$ cat src/rtl/gate_sweep_ctrl.sv
`default_nettype none
`timescale 1ns/1ps
// ============================================================================
//  Module   : gate_sweep_ctrl
//  Purpose  : Drives a 2-input gate box through the four input vectors
//             (a,b)=00,01,10,11, holds each for DWELL cycles, then samples
//             the six gate outputs against their ideal truth table.
//             Reports pass/fail, a sticky per-output error mask and the
//             first failing step.
//  Option   : GATE_SWEEP_LOG_EN - adds a 4x6 capture log of the sampled
//             gate_y values, readable through log_idx/log_data.
//  Revision : 1.0 - initial release
// ============================================================================
module gate_sweep_ctrl #(
   parameter int unsigned DWELL = 2
) (
   input  logic       clk,
   input  logic       rst_n,
   input  logic       start,
   input  logic       abort,
   output logic       gate_a,
   output logic       gate_b,
   input  logic [5:0] gate_y,
   output logic       busy,
   output logic       done,
   output logic       pass,
   output logic [5:0] err_mask,
   output logic [1:0] fail_step,
   input  logic [1:0] log_idx,
   output logic [5:0] log_data
);

   typedef enum logic [1:0] {
      S_IDLE   = 2'd0,
      S_DRIVE  = 2'd1,
      S_SAMPLE = 2'd2,
      S_DONE   = 2'd3
   } state_t;

   localparam logic [3:0] DWELL_RELOAD = 4'(DWELL - 1);

   state_t     state_q;
   logic [1:0] step_q;
   logic [3:0] cnt_q;
   logic       gate_a_q;
   logic       gate_b_q;
   logic       busy_q;
   logic       done_q;
   logic       pass_q;
   logic [5:0] err_mask_q;
   logic [1:0] fail_step_q;

   logic [5:0] expect_y;
   logic [5:0] mismatch;
   logic [5:0] err_next;
   logic [1:0] step_inc;
   logic       start_ok;

   // Ideal gate box response for the vector currently driven (step = {a,b})
   always_comb begin
      expect_y = {~(step_q[1] ^ step_q[0]),
                    step_q[1] ^ step_q[0],
                  ~(step_q[1] | step_q[0]),
                  ~(step_q[1] & step_q[0]),
                    step_q[1] | step_q[0],
                    step_q[1] & step_q[0]};
      mismatch = expect_y ^ gate_y;
      err_next = err_mask_q | mismatch;
      step_inc = step_q + 2'd1;
      start_ok = (state_q == S_IDLE) && start && !abort;
   end

   // Sweep sequencer with registered outputs; abort returns to IDLE holding partial results
   always_ff @(posedge clk or negedge rst_n) begin
      if (!rst_n) begin
         state_q     <= S_IDLE;
         step_q      <= 2'd0;
         cnt_q       <= 4'd0;
         gate_a_q    <= 1'b0;
         gate_b_q    <= 1'b0;
         busy_q      <= 1'b0;
         done_q      <= 1'b0;
         pass_q      <= 1'b0;
         err_mask_q  <= 6'd0;
         fail_step_q <= 2'd0;
      end else begin
         done_q <= 1'b0;
         case (state_q)
            S_IDLE: begin
               if (start_ok) begin
                  state_q     <= S_DRIVE;
                  step_q      <= 2'd0;
                  cnt_q       <= DWELL_RELOAD;
                  gate_a_q    <= 1'b0;
                  gate_b_q    <= 1'b0;
                  busy_q      <= 1'b1;
                  pass_q      <= 1'b0;
                  err_mask_q  <= 6'd0;
                  fail_step_q <= 2'd0;
               end
            end
            S_DRIVE: begin
               if (abort) begin
                  state_q  <= S_IDLE;
                  busy_q   <= 1'b0;
                  pass_q   <= 1'b0;
                  gate_a_q <= 1'b0;
                  gate_b_q <= 1'b0;
               end else if (cnt_q == 4'd0) begin
                  state_q <= S_SAMPLE;
               end else begin
                  cnt_q <= cnt_q - 4'd1;
               end
            end
            S_SAMPLE: begin
               if (abort) begin
                  state_q  <= S_IDLE;
                  busy_q   <= 1'b0;
                  pass_q   <= 1'b0;
                  gate_a_q <= 1'b0;
                  gate_b_q <= 1'b0;
               end else begin
                  err_mask_q <= err_next;
                  // Only the first failing step is recorded
                  if ((err_mask_q == 6'd0) && (mismatch != 6'd0)) begin
                     fail_step_q <= step_q;
                  end
                  if (step_q == 2'd3) begin
                     state_q  <= S_DONE;
                     busy_q   <= 1'b0;
                     done_q   <= 1'b1;
                     pass_q   <= (err_next == 6'd0);
                     gate_a_q <= 1'b0;
                     gate_b_q <= 1'b0;
                  end else begin
                     state_q  <= S_DRIVE;
                     step_q   <= step_inc;
                     cnt_q    <= DWELL_RELOAD;
                     gate_a_q <= step_inc[1];
                     gate_b_q <= step_inc[0];
                  end
               end
            end
            S_DONE: begin
               state_q <= S_IDLE;
            end
            default: begin
               state_q <= S_IDLE;
            end
         endcase
      end
   end

   assign gate_a    = gate_a_q;
   assign gate_b    = gate_b_q;
   assign busy      = busy_q;
   assign done      = done_q;
   assign pass      = pass_q;
   assign err_mask  = err_mask_q;
   assign fail_step = fail_step_q;

`ifdef GATE_SWEEP_LOG_EN
   logic [5:0] log_q [4];

   // Capture log: cleared on reset and accepted start, written at each completed sample
   always_ff @(posedge clk or negedge rst_n) begin
      if (!rst_n) begin
         for (int i = 0; i < 4; i++) log_q[i] <= 6'd0;
      end else if (start_ok) begin
         for (int i = 0; i < 4; i++) log_q[i] <= 6'd0;
      end else if ((state_q == S_SAMPLE) && !abort) begin
         log_q[step_q] <= gate_y;
      end
   end

   assign log_data = log_q[log_idx];
`else
   logic unused_log_idx;

   assign unused_log_idx = ^log_idx;
   assign log_data       = 6'd0;
`endif

endmodule
`default_nettype wire

$ cat config.mk
export PLATFORM = sky130hd
export DESIGN_NAME = gate_sweep_ctrl
export DESIGN_NICKNAME = d
export VERILOG_FILES = /design/src/rtl/gate_sweep_ctrl.sv
export SDC_FILE = /design/constraint.sdc
export NUM_CORES = 1
export LEC_CHECK = 0
export CAP_MARGIN = 20
export CORE_UTILIZATION = 49
export CTS_CLUSTER_DIAMETER = 50
export DETAILED_ROUTE_END_ITERATION = 10
export MAX_ROUTING_LAYER = met4
export PLACE_DENSITY = 0.84
export SLEW_MARGIN = 20
export SYNTH_ARGS = -nofsm -noshare
export SYNTH_HDL_FRONTEND = slang
export SYNTH_SLANG_ARGS = --single-unit
$ cat constraint.sdc
create_clock -name clk -period 2.3 [get_ports clk]
set_clock_uncertainty 0.15 [all_clocks]
set_input_delay 0.575 -clock clk [delete_from_list [all_inputs] [get_ports clk]]
set_output_delay 0.575 -clock clk [all_outputs]
set_load 0.02 [all_outputs]
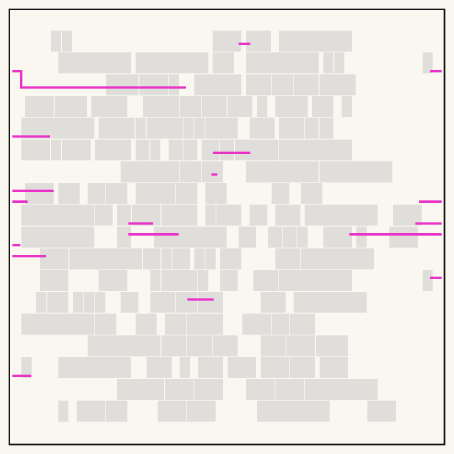
m3.png
Drawn at 8 px/um. Cells faint in the background.
longest straight run = 20.5 um
main direction = horizontal
vias after detailed routing: 1017
met3 layer usage reported by global route: 3.06%
overall routed net length: 2.63 mm

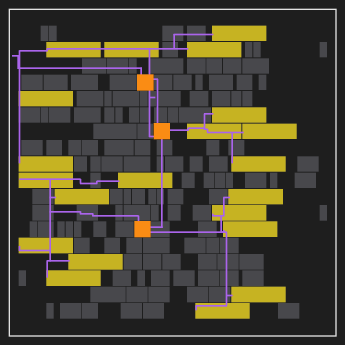
clock_wires.png
Drawn at 6 px/um.
orange -> clock-net drivers  # count 3
yellow -> flip-flops  # count 21
purple -> clock wires  # length 259 um
flops lie = widely spread
routed clock nets = 4
source-to-sink clock delay at the later pin of the worst-skew pair: 0.31 ns
fraction of power consumed by the clock network: 10.2%
P_clk: 0.181 mW

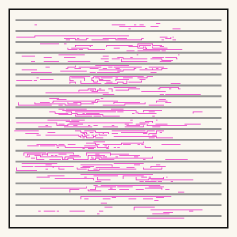
m1.png
Drawn at 4 px/um. Supply wires on this layer in gray.
main direction = horizontal
longest straight run = 23.5 um
met1 Track Usage GR: 27.5%

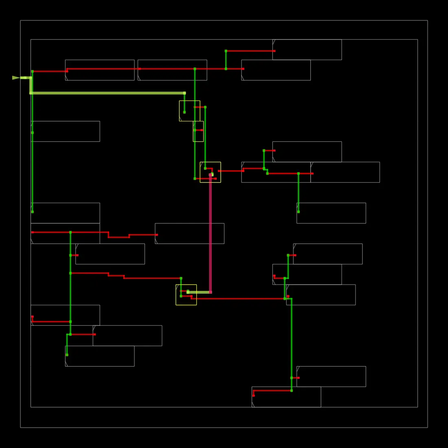
clock_nets.png
final sequential cell count: 21
clock buffers created by TritonCTS: 3

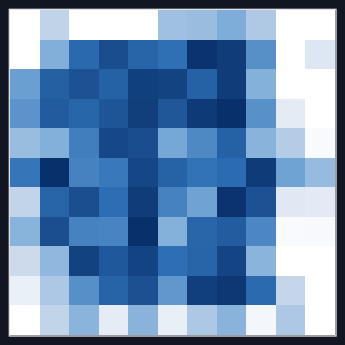
util_map.png
Drawn at 6 px/um. 11 x 11 tiles, from white (low) to dark blue (high), 0 to 100% covered.
tiles over 75% full = 40%
densest ninth of the die = center
fullest tile = 100%
nearly empty tiles = 13%
initial standard-cell utilization of the core: 53.0%
utilization of the core after routing: 64.6%
Core ar.: 2520 um2

==> reports/writeup.txt <==
In this run the critical path is formed by clkdlybuf4s50_1. The post-route netlist has 16.0% of its cells at a drive strength greater than 1. Final non-filler cell area: 1630 um2. The detail route stage leaves a number of antenna-violating nets equal to 0. CTS saw 21 sinks. The initial DRC count is 30. The switching portion of total power comes to 42.2%.

Per the post-synthesis report, the number of cells in the design is 127. Across every metal layer, demand over resource in global routing totals 20.5%. Combinational logic burns 57.5% of the power. The synthesis run identifies the leading combinational cell family as AND-OR/OR-AND gates. The run gives 0 as the count of yosys warnings during synthesis. In the setup report, the worst path falls into the class reg -> out. With the number of antenna violations at the first check in global routing at 0, the logic depth of the worst path, buffers included is 1. The final antenna diode tally reported by the flow is 0. Summed over all sequential cells, the power is 0.577 mW.

The critical path buffer and inverter count is 1. The proportion of synthesized flip-flops having asynchronous set or reset was 100%. Counting pins that exceed their max-slew limit in the final report gives 0.

The run gives 14.2 um for the per-cell routed wire length. The combinational power came out at 1.02 mW. Internal power comes to 1.03 mW. For the worst reg-to-reg path, the endpoint reported by OpenROAD is pass$_DFFE_PN0P_.

The data arrival time reported for the critical path is 1.36 ns. Hold-check failures listed in the final report amount to 0. The chip occupies 2940 um2.

The tools report the beginning of the critical path as err_mask[3]$_DFFE_PN0P_. The layout has 196 filler cells. Chip area estimate from yosys synthesis: 1340 um2. Setup repair after global routing left no endpoint under its margin. The flow ran to the end, and the final reports show no timing, DRC or antenna violations. The run gives 0 for the number of hold buffers added after cts. The register with the most flip-flops in the layout has 6 of them.

For the critical path data required time, the log shows 1.57 ns. Yosys mapped the design onto 47 distinct sky130hd cell types. In the log, the iteration count for the first detailed-route pass is 4. Per the run summary, max-cap violations total 0.

STA shows the worst reg2reg path with a cell count of 6. Port buffering added 22 buffers. By count the netlist is led by sky130_fd_sc_hd__dfrtp_1 (21), sky130_fd_sc_hd__inv_1 (12), sky130_fd_sc_hd__ha_1 (9).

The worst hold path belongs to the class reg -> reg. Among logic cells in the layout, the one with the most instances is sky130_fd_sc_hd__clkdlybuf4s50_1. The run gives 0.798 as the final estimated routing congestion in global placement. By area the synthesized netlist is led by sky130_fd_sc_hd__dfrtp_1 (39%), sky130_fd_sc_hd__ha_1 (8.4%), sky130_fd_sc_hd__o2bb2ai_1 (5.2%). The cell area after synthesis came out at 1340 um2. Register bit count reported by yosys: 21. The analysis reports a worst IR drop on VDD of 0.839 mV.

The post-synthesis compound-gate area fraction came out at 20.9%. The run gives 2.09 mm as the final HPWL from detailed placement. The group that draws the most power in this run is combinational cells. The slowest stage cell on the critical path is sky130_fd_sc_hd__clkdlybuf4s50_1. The cell family contributing the most delay on the critical path is buffers and inverters. The power report puts the net switching power at 0.753 mW. The worst hold path begins at busy$_DFFE_PN0P_. In this run, synthesis inferred 0 flip-flops with an integrated enable. The longest clock path from root to sink contains 2 buffers. The synthesized netlist devotes 8.43% of its cell area to adder and majority cells. Per the summary, power density relative to cell area is 1090 nW/um2. The worst setup path is captured at an output pin. The run gives 0 as the remaining design rule violation count. The post-layout period usage of the worst path is 90.4%, and the clock transition at the registers of the reported paths is 0.12 ns. From left edge to right edge, the die measures 54.2 um. Most frequently used cell type in the post-synthesis netlist: sky130_fd_sc_hd__dfrtp_1.

The tools report the combinational gate area as 729 um2.
[through the flow]
step	utilization, %	worst slack [ns]	hold WS [ns]	instances	power [mW]
4_1_cts	64.6	0.209	0.385	186	1.80
2_1_floorplan	-	0.419	0.129	132	1.31
6_report	64.6	0.220	0.378	186	1.78
3_3_place_gp	63.5	0.0704	0.345	182	1.58
3_5_place_dp	63.5	0.0350	0.356	182	1.61
5_1_grt	64.6	0.124	0.404	186	1.90
[routing by layer]
layer	up-vias	global-route usage [%]
met2	21	32.5
met4	0	5.13
met5	-	-
met3	4	3.06
li1	499	-
met1	493	27.5
[area by class of cell]
class / count / share of cell area, %
Clock buffer: 4 / 1.61
Inverter: 12 / 2.76
Multi-Input combinational cell: 91 / 44.8
Sequential cell: 21 / 32.3
Tap cell: 30 / 2.30
Timing Repair Buffer: 28 / 16.3
No activity file was given, so power comes from the tool's default toggle rates.
